<file path="src/rtl/gate_seq_pkg.sv">
// Shared types and sizes for the gate truth-table sequencer.
package gate_seq_pkg;

  localparam int unsigned NUM_VECTORS = 4;
  localparam int unsigned VEC_W       = 2;
  localparam int unsigned ERR_W       = 3;
  localparam int unsigned TMR_W       = 4;

  typedef enum logic [2:0] {
    StIdle,
    StDrive,
    StSettle,
    StSample,
    StFinish
  } state_e;

endpackage

</file>
<file path="src/rtl/gate_truth_sequencer_if.sv">
// Signal bundle between the sequencer and whoever starts runs and hosts the gate.
interface gate_truth_sequencer_if;
  import gate_seq_pkg::*;

  logic                   start;
  logic [NUM_VECTORS-1:0] expect_tt;
  logic                   y;
  logic                   a;
  logic                   b;
  logic                   busy;
  logic                   done;
  logic                   pass;
  logic [NUM_VECTORS-1:0] err_mask;
  logic [ERR_W-1:0]       err_count;

  // Controller / gate side
  modport master (
    output start, expect_tt, y,
    input  a, b, busy, done, pass, err_mask, err_count
  );

  // Sequencer side
  modport slave (
    input  start, expect_tt, y,
    output a, b, busy, done, pass, err_mask, err_count
  );
endinterface

</file>
<file path="src/rtl/gate_truth_sequencer_settle_timer.sv">
// Loadable down-counter that times the settle window of each vector.
module settle_timer
  import gate_seq_pkg::*;
(
  input  logic             clk,
  input  logic             rst,
  input  logic             i_load,
  input  logic [TMR_W-1:0] i_load_val,
  input  logic             i_dec,
  output logic             o_zero
);

  logic [TMR_W-1:0] r_cnt;

  // Load takes priority; decrement saturates at zero.
  always_ff @(posedge clk or posedge rst) begin
    if (rst) begin
      r_cnt <= '0;
    end else if (i_load) begin
      r_cnt <= i_load_val;
    end else if (i_dec && (r_cnt != '0)) begin
      r_cnt <= r_cnt - 1'b1;
    end
  end

  assign o_zero = (r_cnt == '0);

endmodule

</file>
<file path="src/rtl/gate_truth_sequencer.sv">
// Drives all four input vectors onto a 2-input gate, samples its output after a
// settle window and compares against a latched expected truth table.
module gate_truth_sequencer
  import gate_seq_pkg::*;
#(
  parameter int unsigned SETTLE_CYCLES = 2
) (
  input logic                   clk,
  input logic                   rst,
  gate_truth_sequencer_if.slave bus
);

  // SETTLE lasts SETTLE_CYCLES cycles, counting SETTLE_CYCLES-1 down to 0.
  localparam logic [TMR_W-1:0] LP_LOAD =
      (SETTLE_CYCLES == 0) ? '0 : TMR_W'(SETTLE_CYCLES - 1);
  localparam logic [VEC_W-1:0] LP_LAST_VEC = VEC_W'(NUM_VECTORS - 1);

  state_e                 r_state, w_state_d;
  logic [VEC_W-1:0]       r_vec, w_vec_d;
  logic [NUM_VECTORS-1:0] r_expect, w_expect_d;
  logic [NUM_VECTORS-1:0] r_err_mask, w_err_mask_d;
  logic [ERR_W-1:0]       r_err_count, w_err_count_d;
  logic                   r_pass, w_pass_d;
  logic [VEC_W-1:0]       r_ab, w_ab_d;
  logic                   w_load;
  logic                   w_dec;
  logic                   w_zero;

  settle_timer u_settle_timer (
    .clk        (clk),
    .rst        (rst),
    .i_load     (w_load),
    .i_load_val (LP_LOAD),
    .i_dec      (w_dec),
    .o_zero     (w_zero)
  );

  // State and result registers.
  always_ff @(posedge clk or posedge rst) begin
    if (rst) begin
      r_state     <= StIdle;
      r_vec       <= '0;
      r_expect    <= '0;
      r_err_mask  <= '0;
      r_err_count <= '0;
      r_pass      <= 1'b0;
      r_ab        <= '0;
    end else begin
      r_state     <= w_state_d;
      r_vec       <= w_vec_d;
      r_expect    <= w_expect_d;
      r_err_mask  <= w_err_mask_d;
      r_err_count <= w_err_count_d;
      r_pass      <= w_pass_d;
      r_ab        <= w_ab_d;
    end
  end

  // Next-state, result update and timer control.
  always_comb begin
    w_state_d     = r_state;
    w_vec_d       = r_vec;
    w_expect_d    = r_expect;
    w_err_mask_d  = r_err_mask;
    w_err_count_d = r_err_count;
    w_pass_d      = r_pass;
    w_load        = 1'b0;
    w_dec         = 1'b0;

    unique case (r_state)
      StIdle: begin
        if (bus.start) begin
          w_state_d     = StDrive;
          w_vec_d       = '0;
          w_expect_d    = bus.expect_tt;
          w_err_mask_d  = '0;
          w_err_count_d = '0;
          w_pass_d      = 1'b0;
        end
      end
      StDrive: begin
        w_load    = 1'b1;
        w_state_d = (SETTLE_CYCLES == 0) ? StSample : StSettle;
      end
      StSettle: begin
        w_dec = 1'b1;
        if (w_zero) begin
          w_state_d = StSample;
        end
      end
      StSample: begin
        if (bus.y != r_expect[r_vec]) begin
          w_err_mask_d[r_vec] = 1'b1;
          w_err_count_d       = r_err_count + 1'b1;
        end
        if (r_vec == LP_LAST_VEC) begin
          w_state_d = StFinish;
          // Uses the next mask so the final sample counts.
          w_pass_d  = (w_err_mask_d == '0);
        end else begin
          w_vec_d   = r_vec + 1'b1;
          w_state_d = StDrive;
        end
      end
      StFinish: begin
        w_state_d = StIdle;
      end
      default: begin
        w_state_d = StIdle;
      end
    endcase
  end

  // Gate inputs carry the vector only while a vector is being exercised.
  always_comb begin
    w_ab_d = '0;
    if ((w_state_d == StDrive) || (w_state_d == StSettle) || (w_state_d == StSample)) begin
      w_ab_d = w_vec_d;
    end
  end

  assign bus.a         = r_ab[1];
  assign bus.b         = r_ab[0];
  assign bus.busy      = (r_state != StIdle);
  assign bus.done      = (r_state == StFinish);
  assign bus.pass      = r_pass;
  assign bus.err_mask  = r_err_mask;
  assign bus.err_count = r_err_count;

endmodule
</file>
<file path="src/flat_wrapper.sv">
// flat-port wrapper written by rule: the top's interface ports become plain ports
module gate_truth_sequencer_flat import gate_seq_pkg::*;
#(
  parameter int unsigned SETTLE_CYCLES = 2
)
  (clk, rst, bus_start, bus_expect_tt, bus_y, bus_a, bus_b, bus_busy, bus_done, bus_pass, bus_err_mask, bus_err_count);
  gate_truth_sequencer_if bus_i ();
  input logic clk;
  input logic rst;
  input wire logic [$bits(bus_i.start)-1:0] bus_start;
  input wire logic [$bits(bus_i.expect_tt)-1:0] bus_expect_tt;
  input wire logic [$bits(bus_i.y)-1:0] bus_y;
  output wire logic [$bits(bus_i.a)-1:0] bus_a;
  output wire logic [$bits(bus_i.b)-1:0] bus_b;
  output wire logic [$bits(bus_i.busy)-1:0] bus_busy;
  output wire logic [$bits(bus_i.done)-1:0] bus_done;
  output wire logic [$bits(bus_i.pass)-1:0] bus_pass;
  output wire logic [$bits(bus_i.err_mask)-1:0] bus_err_mask;
  output wire logic [$bits(bus_i.err_count)-1:0] bus_err_count;
  assign bus_i.start = bus_start;
  assign bus_i.expect_tt = bus_expect_tt;
  assign bus_i.y = bus_y;
  assign bus_a = bus_i.a;
  assign bus_b = bus_i.b;
  assign bus_busy = bus_i.busy;
  assign bus_done = bus_i.done;
  assign bus_pass = bus_i.pass;
  assign bus_err_mask = bus_i.err_mask;
  assign bus_err_count = bus_i.err_count;
  gate_truth_sequencer #(.SETTLE_CYCLES(SETTLE_CYCLES)) u_core (.clk(clk), .rst(rst), .bus(bus_i));
endmodule
</file>
<file path="config.mk">
export PLATFORM = sky130hd
export DESIGN_NAME = gate_truth_sequencer_flat
export DESIGN_NICKNAME = d
export VERILOG_FILES = /design/src/rtl/gate_seq_pkg.sv /design/src/rtl/gate_truth_sequencer_if.sv /design/src/rtl/gate_truth_sequencer_settle_timer.sv /design/src/rtl/gate_truth_sequencer.sv /design/src/flat_wrapper.sv
export SDC_FILE = /design/constraint.sdc
export NUM_CORES = 1
export LEC_CHECK = 0
export CORE_MARGIN = 3
export CORE_UTILIZATION = 25
export CTS_CLUSTER_SIZE = 10
export DETAILED_ROUTE_END_ITERATION = 7
export SLEW_MARGIN = 20
export SYNTH_ARGS = -nofsm -noshare
export SYNTH_HDL_FRONTEND = slang
export SYNTH_SLANG_ARGS = --single-unit
</file>
<file path="constraint.sdc">
create_clock -name clk -period 1.4 [get_ports clk]
set_input_delay 0.28 -clock clk [delete_from_list [all_inputs] [get_ports clk]]
set_output_delay 0.28 -clock clk [all_outputs]
set_load 0.05 [all_outputs]
</file>
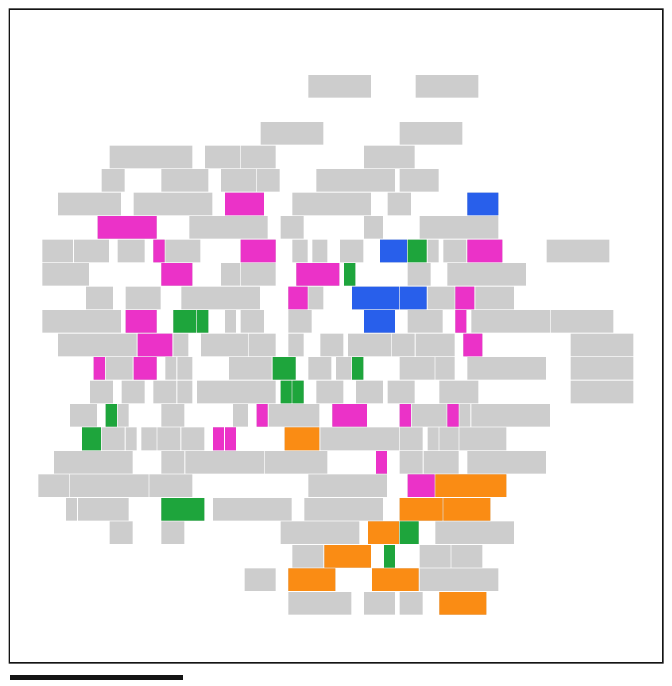
*Gate families picked out, run 1*
Scale bar: 20 um.
| color | family | cells |
|---|---|---|
| green | nand cells | 13 |
| blue | non-inverting ao/oa cells | 5 |
| orange | mux cells | 9 |
| magenta | nor cells | 23 |
fin cells: 227
Commonest Layout Cell: dfrtp_1

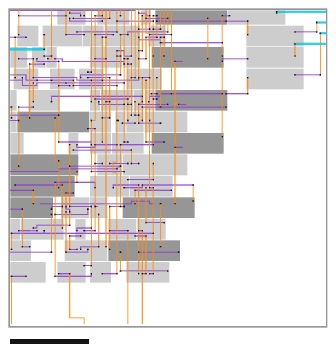
*A small window of the routed layout, run 1*
Scale bar: 10 um. Region (35, 0) to (75, 40) um. Cells in gray, sequential cells in the stronger gray; small squares are vias.
| color | layer |
|---|---|
| orange | M2 |
| purple | M1 |
| cyan | M3 |
sequential cells in the window: 10
most frequent: dfrtp_1 (10), buf_4 (6), buf_12 (5)
cells with their middle in the window: 58
netlist names of flops here include: u_core.bus.err_mask (4), u_core.r_expect (4), u_core.r_vec (2)

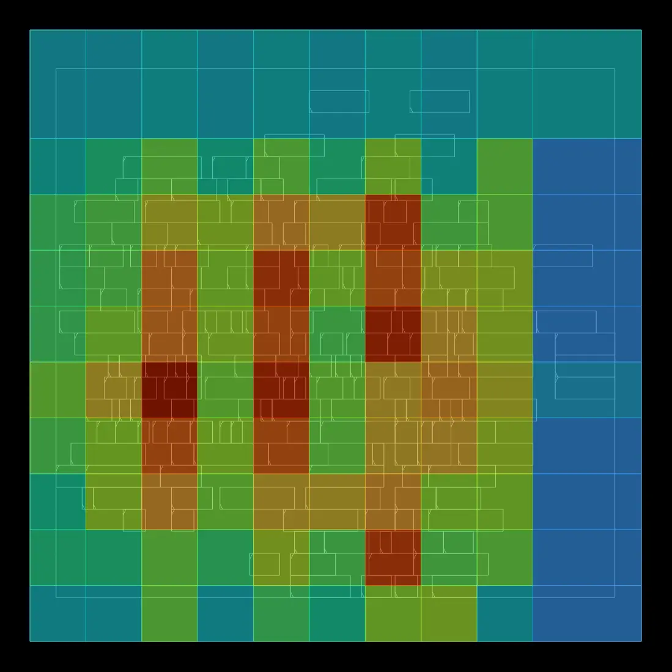
*Congestion heat map, run 1*
GR Util met3: 2.51%
Top Usage Layer GRT: met2

==> reports/metrics.csv, run 1 <==
metric,value,unit
p_sw,2.23,mW
drv_slew,0,
skew,3.60,ps
io_pins,20,
hpwl,2.10,mm
top_cell,dfrtp_1,
post_cts_buffers,8,
dr_total_vias,1114,
seq-power,1.21,mW
ant_nets,0,
fmax,0.614,GHz
rows,24,
power.total,5.37,mW
core,4500,um2
p_clk_share,7.8,%
setup_violations,18,
wl_met1,1.32,mm
intPower,3.14,mW
cts_root_buffer,clkbuf_8,
holdBufCountCts,0,
min_period,1630,ps
final.setup.tns,-2360,ps
crit_path_start_kind,flip-flop,
enable_flop_cells,0,
top_cell_area_share,47.7,%
synth_warnings,0,
chip_area,5700,um2
r2r_cells,4,
highest_layer,met4,
warnings,29,
cts_buffers,3,
end_kind,flip-flop,
ys_chip_area,1210,um2
die_y,75.5,um
combPwrFrac,69.6,%
antenna_found_initial,0,
worst_slack,-228,ps
fillers,426,
failed_checks,setup timing,
rsz0062_at_grt,yes,
dr_wl_met3,95,um
maxPowerGroup,combinational cells,
viasPerCell,4.91,
cts.repair.resized,27,
yosysTopAreaCell,dfrtp_1,
grt.met1_usage,12.4,%
overflow,0,
status,"complete, but fails checks",
critPathRequiredTime,1550,ps
grt_pass1_vias,1165,
fp_util,26.8,%
utilization,47.4,%
h-tree-depth,1,
fin_nets,186,
final_area,2140,um2
p_sw_share,41.5,%
relSlewSlack,74.0,%
insertedDiodeCount,0,
maxCapViolCount,0,
clk_pin_slew,80,ps
lay_top_cells,"23 x dfrtp_1, 22 x buf_4, 12 x buf_12, 10 x buf_6, 9 x nor2_1",
## run 1: cell type report
type / instances / area [um2] / share of cell area [%]
Clock buffer: 3 / 41.3 / 1.93
Clock inverter: 1 / 5.00 / 0.234
Inverter: 8 / 30.0 / 1.41
Multi-Input combinational cell: 85 / 771 / 36.1
Sequential cell: 23 / 576 / 26.9
Tap cell: 52 / 65.1 / 3.05
Timing Repair Buffer: 55 / 648 / 30.3
## run 1: logic make-up (layout without fill, tap and decap cells)
kind of cell               count (synthesis)  in the layout  share of synthesized area, %
adders and majority gates                  2              2                          2.07
and+or+nand+nor                           42             42                          17.8
buffers and inverters                     14             67                          5.39
xor gates and xnor gates                   4              4                          2.90
DFF                                       23             23                          47.7
muxes                                      9              9                          8.70
AOI/OAI and AO/OA                         28             28                          15.4
## run 1: sequential cells by signal (all words and copies together) (netlist names)
register                     cells
u_core.u_settle_timer.r_cnt      4
u_core.bus.err_mask              4
u_core.r_state                   3
u_core.r_vec                     2
u_core.r_ab                      2
u_core.bus.err_count             3
u_core.r_expect                  4
u_core.bus.pass                  1
## run 1: how the worst max path moves through the flow
| stage | startpoint | slack (ps) | cells past startpoint | end |
|---|---|---|---|---|
| after detailed placement | bus_y | -460 | 5 | u_core.bus.err_count[1] |
| final | u_core.r_vec[1] | -230 | 4 | u_core.bus.err_count[1] |
| after global placement | bus_y | -350 | 5 | u_core.bus.err_count[1] |
| after floorplan | u_core.r_state[1] | -170 | 4 | u_core.r_expect[0] |
| after CTS | u_core.r_state[0] | -220 | 4 | bus_done |
| after global routing | u_core.r_vec[1] | -290 | 4 | u_core.bus.err_count[1] |
## run 1: worst max-delay path, cell delays in order, from the launching register on
cell	delay (ps)
dfrtp_1	430
mux2i_2	300
mux2i_4	330
nand2_2	120
a311o_1	330
### Met3 routing, run 1

Scale bar: 20 um.
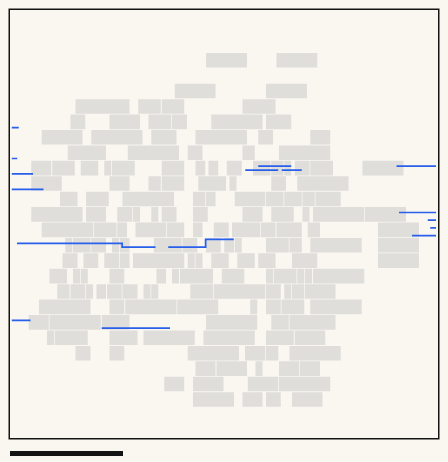

--- run 2 (diff from run 1) ---
--- a/config.mk
+++ b/config.mk
@@ -5,10 +5,14 @@
 export SDC_FILE = /design/constraint.sdc
 export NUM_CORES = 1
 export LEC_CHECK = 0
+export CELL_PAD_IN_SITES_DETAIL_PLACEMENT = 1
+export CELL_PAD_IN_SITES_GLOBAL_PLACEMENT = 1
+export CORE_ASPECT_RATIO = 0.9
 export CORE_MARGIN = 3
 export CORE_UTILIZATION = 25
 export CTS_CLUSTER_SIZE = 10
 export DETAILED_ROUTE_END_ITERATION = 7
+export PLACE_DENSITY_LB_ADDON = 0.1
 export SLEW_MARGIN = 20
 export SYNTH_ARGS = -nofsm -noshare
 export SYNTH_HDL_FRONTEND = slang
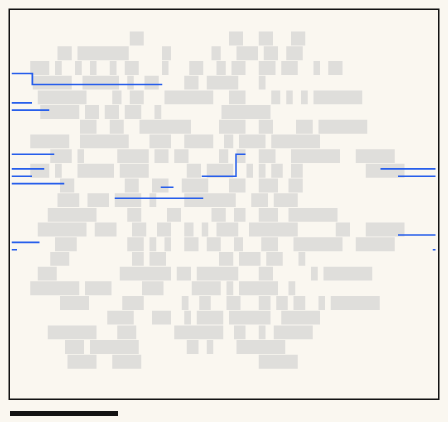
*Met3 routing, run 2*
Scale bar: 20 um.
nets with wire on the layer: 14
wire length on this layer: 125 um
longest straight run: 23.9 um
GR Util met3: 3.47%
Vias: 1083
final wirelength: 3.50 mm

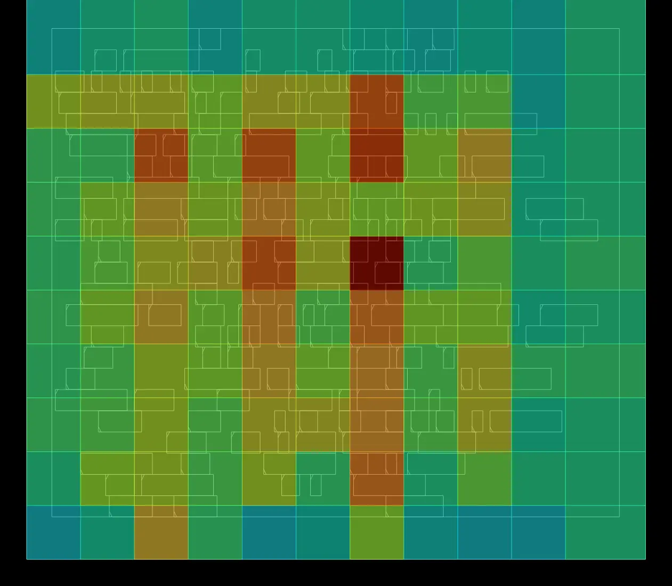
*Congestion heat map, run 2*
post-layout util: 45.2%
Routed WL per cell: 14.8 um
grt met2 use: 21.0%
Tot GR Track Use: 13.0%
M1 GR Usage: 17.7%

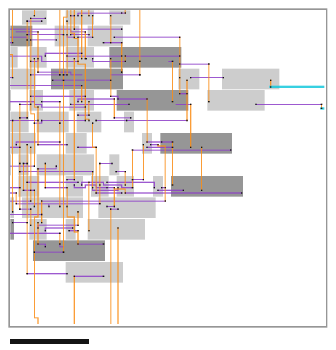
*A small window of the routed layout, run 2*
Scale bar: 10 um. Region (39, 0) to (79, 40) um. Cells in gray, sequential cells in the stronger gray; small squares are vias.
| color | layer |
|---|---|
| cyan | M3 |
| orange | M2 |
| purple | M1 |
netlist names of flops here include: u_core.bus.err_mask (3), u_core.bus.err_count (2)
most frequent: buf_12 (6), dfrtp_1 (6), buf_4 (5)
sequential cells in the window: 6
cells with their middle in the window: 39

==> run 2 against run 1 <==
Effect of this change: the run still ends with setup timing left; via count is 2.8% lower; largest power group unchanged; highest routed layer unchanged; clock-buffer cell count up 1; largest cell class unchanged; core utilization down 2.2 points.
==> reports/metrics.csv, run 2 <==
metric,value,unit,change
p_clk_share,8.4,%,+0.6 points
drv_slew,0,,unchanged
end_kind,primary output,,
grt_pass1_vias,1183,,+1.5%
enable_flop_cells,0,,unchanged
p_sw,2.14,mW,-3.8%
hpwl,2.42,mm,+16%
seq_area,581,um2,+0.87%
top_cell,dfrtp_1,,
synth_warnings,0,,unchanged
ant_nets,0,,unchanged
failed_checks,setup timing,,
fillers,529,,+24%
overflow,0,,unchanged
critPathSlowestCell,dfrtp_2,,
fmax,0.601,GHz,-2.2%
chip_area,5700,um2,about the same
setup_violations,15,,-3
warnings,29,,unchanged
core,4550,um2,+0.94%
rsz0062_at_grt,yes,,
cts_buffers,3,,unchanged
fp_util,26.6,%,-0.25 points
yosysTopAreaCell,dfrtp_1,,
intPower,2.95,mW,-6.1%
clk_pin_slew,90,ps,about the same
power.total,5.09,mW,-5.2%
crit_path_start_kind,flip-flop,,
h-tree-depth,1,,unchanged
crit_path_max_incr_delay,430,ps,about the same
lay_top_cells,"29 x buf_4, 19 x dfrtp_1, 12 x nor2_1, 11 x buf_12",,
worst_slack,-264,ps,-36.0 ps
min_period,1660,ps,+36.0 ps
ys_chip_area,1210,um2,unchanged
viasPerCell,4.59,,-6.5%
die_y,71.9,um,-4.7%
r2r_cells,4,,unchanged
antenna_found_initial,0,,unchanged
status,"complete, but fails checks",,
top_cell_area_share,47.7,%,unchanged
startpoint,u_core.r_state[1],,
p_sw_share,42.1,%,+0.60 points
fin_nets,185,,-0.54%
layout_top_cell,buf_4,,
critPathRequiredTime,1120,ps,-430 ps
maxCapViolCount,0,,unchanged
## run 2: cell counts after synthesis
No cell type changed its count.
## run 2: layout make-up
| class | count | area share [%] |
|---|---|---|
| flip-flops and latches | 23 | 28.3 |
| inverters | 8 | 1.46 |
| multi-input cells | 85 | 35.6 |
| repair buffers | 54 | 28.7 |
| clock buffers | 4 | 2.19 |
| well taps | 62 | 3.78 |
## run 2: worst max-delay path: cells and delay by family (launching register included)
family	cells	cell delay [ps]
DFF	1	430
and+or+nand+nor	1	390
buffers and inverters	2	290
## run 2: through the flow
step           TNS [ps]  instances  utilization, %  area, um2  hold WS [ps]
2_1_floorplan     -1020        122               -       1240           282
3_3_place_gp      -2590        220            38.4       1750           473
3_5_place_dp      -3100        220            38.4       1750           480
4_1_cts           -1940        230            42.1       1920           357
5_1_grt           -2710        236            45.2       2050           387
6_report          -1490        236            45.2       2050           346
## run 2: cells by family after synthesis
group	Yosys count	share of synthesized area (%)
adder cells (fa/ha/maj)	2	2.07
AND/OR/NAND/NOR	42	17.8
XOR/XNOR	4	2.90
flip-flops	23	47.7
buffers and inverters	14	5.39
AND-OR/OR-AND	28	15.4
multiplexers	9	8.70
## run 2: power groups by stage
stage          clock, mW  sequential, mW  combinational [mW]
2_1_floorplan          0            1.48                1.25
3_3_place_gp           0            1.22                2.63
3_5_place_dp           0            1.24                2.69
4_1_cts            0.451            1.23                3.05
5_1_grt            0.479            1.29                3.67
6_report           0.429            1.25                3.42
## run 2: timing repair
action                     in CTS  in global routing
buffers inserted                6                  6
gates resized                  21                 20
setup endpoints to repair      17                 22
pin swaps                      10                 12
## run 2: metal layers
metal  track usage, %  vias to the layer above  wire length (um)
met1             17.7                      532              1630
met3             3.47                        2               125
li1                 -                      532                 -
met4             2.29                        0                19
met2             21.0                       17              1720
met5                0                        -                 0
--- run 3 (diff from run 2) ---
--- a/config.mk
+++ b/config.mk
@@ -12,6 +12,7 @@
 export CORE_UTILIZATION = 25
 export CTS_CLUSTER_SIZE = 10
 export DETAILED_ROUTE_END_ITERATION = 7
+export GPL_ROUTABILITY_DRIVEN = 1
 export PLACE_DENSITY_LB_ADDON = 0.1
 export SLEW_MARGIN = 20
 export SYNTH_ARGS = -nofsm -noshare
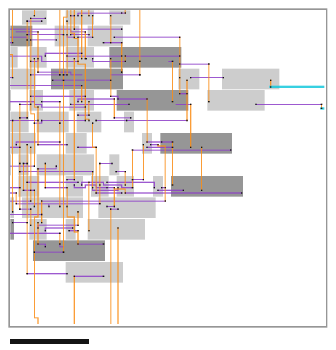
*A small window of the routed layout, run 3*
Scale bar: 10 um. Region (39, 0) to (79, 40) um. Cells in gray, sequential cells in the stronger gray; small squares are vias.
| color | layer |
|---|---|
| orange | M2 |
| purple | M1 |
| cyan | M3 |
cells with their middle in the window: 39
netlist names of flops here include: u_core.bus.err_mask (3), u_core.bus.err_count (2)
sequential cells in the window: 6
most frequent: buf_12 (6), dfrtp_1 (6), buf_4 (5)

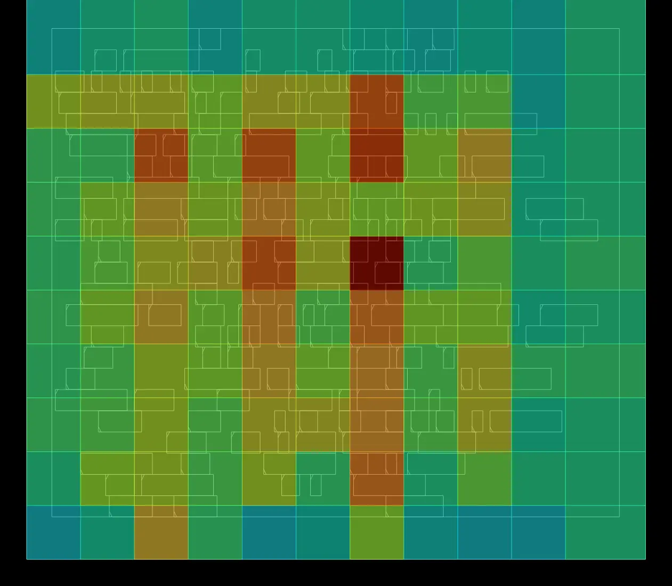
*Congestion heat map, run 3*

==> run 3 against run 2 <==
Effect of this change: the flow still finishes with violations (setup timing); core utilization is the same; area after synthesis is the same; synthesized cell count is the same; clock-buffer cell count is the same; worst hold slack is the same; sequential share of layout area is the same.
==> reports/metrics.csv, run 3 <==
metric,value,unit,change
clk_pin_slew,90,ps,about the same
portBuffers,19,,
post_drt_wl_per_cell,14.8,um,unchanged
grt_pass1_vias,1183,,unchanged
hpwl,2.42,mm,unchanged
holdBufCountCts,0,,
utilization,45.2,%,unchanged
skew,2.56,ps,
netlist_area,1210,um2,
die_w,79.3,um,
post_cts_buffers,6,,unchanged
crit_path_max_incr_delay,430,ps,about the same
area_leaders,"dfrtp_1 48%, nor2_1 4.7%, a21oi_1 2.9%",,
fin_crit_sh,119,%,
fillers,529,,unchanged
synth.distinct_cells,43,,
worstPathArrival,1380,ps,
rows,23,,
hold_viol,0,,
wl_met1,1.63,mm,unchanged
grt_pass1_wl,5.79,mm,
endpoint,bus_busy,,
setup_violations,15,,unchanged
power.total,5.09,mW,unchanged
post-place-ws,-392,ps,
chip_area,5700,um2,unchanged
drv_slew,0,,unchanged
min_path_type,primary input to asynchronous set/reset pin,,
grt_max_degree,24,,
async_reset_ff_share,100,%,
relSlewSlack,67.0,%,
cts_buffer_depth,2,,
seq_area,581,um2,unchanged
timing.rr.end,u_core.bus.err_count[1],,
h-tree-depth,1,,unchanged
highest_layer,met4,,
ant_nets,0,,unchanged
power_leakage,0.897,nW,
layout_top_cell,buf_4,,
dr_total_vias,1083,,unchanged
crit_path_start_kind,flip-flop,,
fin_nets,185,,unchanged
layout-drive-gt1-share,48.9,%,
viasPerCell,4.59,,unchanged
drt_iter0_markers,31,,
die_y,71.9,um,unchanged
top_cell,dfrtp_1,,
worst_slack,-264,ps,unchanged
lay_top_cells,"29 x buf_4, 19 x dfrtp_1, 12 x nor2_1, 11 x buf_12",,
maxCapViolCount,0,,unchanged
top_cells_by_count,"23 x dfrtp_1, 15 x nor2_1, 8 x inv_1",,
fp_util,26.6,%,unchanged
end_kind,primary output,,
min_period,1660,ps,unchanged
syn_to_final_growth,70.2,%,
antenna_found_initial,0,,unchanged
r2r_cells,4,,unchanged
synth_warnings,0,,unchanged
fmax,0.601,GHz,unchanged
top_cell_area_share,47.7,%,unchanged
insertedDiodeCount,0,,
final.setup.tns,-1490,ps,unchanged
wirelength,3.50,mm,unchanged
ys_chip_area,1210,um2,unchanged
warnings,29,,unchanged
dr_wl_met3,125,um,unchanged
critPathKind,flip-flop to primary output,,
startpoint,u_core.r_state[1],,
grt_usage,13.0,%,unchanged
r2r-start,u_core.r_vec[1],,
critPathRequiredTime,1120,ps,about the same
globalplace.congestion,0.827,,
yosysTopAreaCell,dfrtp_1,,
avgSynthCellArea,9.90,um2,
cts_buffers,3,,unchanged
enable_flop_cells,0,,unchanged
io_pins,20,,
status,"complete, but fails checks",,
overflow,0,,unchanged
crit_path_max_fanout,3,,
rsz0062_at_grt,yes,,
ys_cells,122,,
hold-worst-slack,346,ps,unchanged
cts.repair.resized,21,,unchanged
failed_checks,setup timing,,
dr_wl_met2,1.72,mm,unchanged
synth-seq-cells,23,,
critPathSlowestCell,dfrtp_2,,
core,4550,um2,unchanged
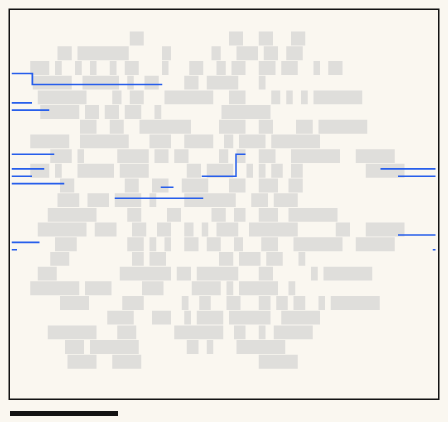
*Met3 routing, run 3*
Scale bar: 20 um.
share of all routed wire: 3.6%
wire length on this layer: 125 um
longest straight run: 23.9 um
main direction: horizontal

run 3: how the worst min path moves through the flow:
stage                       start                 endpoint  depth (start not counted)
2_1_floorplan                 rst  u_core.bus.err_count[0]                          1
3_3_place_gp   u_core.r_expect[3]       u_core.r_expect[3]                          1
3_5_place_dp   u_core.r_expect[3]       u_core.r_expect[3]                          1
4_1_cts                       rst        u_core.r_state[1]                          3
5_1_grt                       rst        u_core.r_state[1]                          3
6_report                      rst        u_core.r_state[1]                          3
run 3: power breakdown:
part | switching (mW) | internal, mW
Clock | 0.226 | 0.204
Sequential | 0.299 | 0.949
Combinational | 1.62 | 1.80
Total | 2.14 | 2.95
run 3: cell families after synthesis:
| group | count (synthesis) | synth area share (%) |
|---|---|---|
| AND-OR/OR-AND | 28 | 15.4 |
| XOR/XNOR | 4 | 2.90 |
| adder cells (fa/ha/maj) | 2 | 2.07 |
| buffers and inverters | 14 | 5.39 |
| flip-flops | 23 | 47.7 |
| multiplexers | 9 | 8.70 |
| AND/OR/NAND/NOR | 42 | 17.8 |
run 3: critical path: cells and delay by family (launching register included):
| family | cells | cell delay (ps) |
|---|---|---|
| flops | 1 | 430 |
| simple gates | 1 | 390 |
| buf+inv | 2 | 290 |
run 3: per-stage QoR:
step / std cells / cell area (um2)
floorplan: 122 / 1240
global placement: 220 / 1750
detailed placement: 220 / 1750
CTS: 230 / 1920
global route: 236 / 2050
finish: 236 / 2050
run 3: cell type report:
type / instances / area share [%]
clock buffer: 4 / 2.19
timing repair buffer: 54 / 28.7
tap: 62 / 3.78
sequential: 23 / 28.3
multi-input combinational: 85 / 35.6
inverter: 8 / 1.46
run 3: per-layer routing:
metal  vias to the layer above  GRT usage, %
met5                         -             0
met4                         0          2.29
met3                         2          3.47
met2                        17          21.0
met1                       532          17.7
li1                        532             -

==> notes/layouts.md <==
Pictures saved along the way, in no particular order.

Signal wires on met1.
Scale bar: 20 um. Supply wires on this layer in gray.
panel A
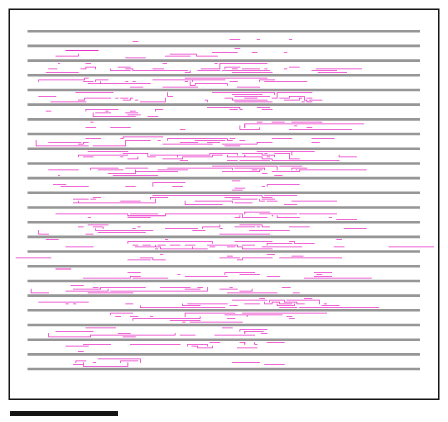
panel B
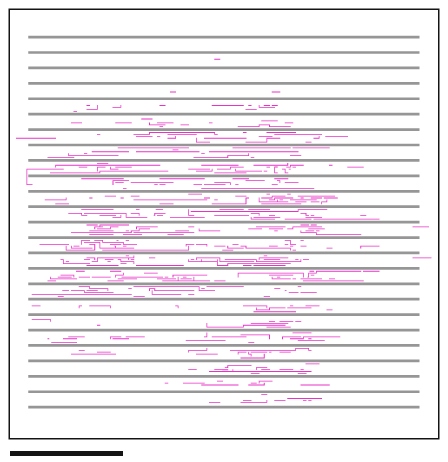
run 1: panel B
run 2: panel A

Key to panel B:
wire length on this layer: 1320 um
longest straight run: 19.8 um

No activity file was given, so power comes from the tool's default toggle rates.
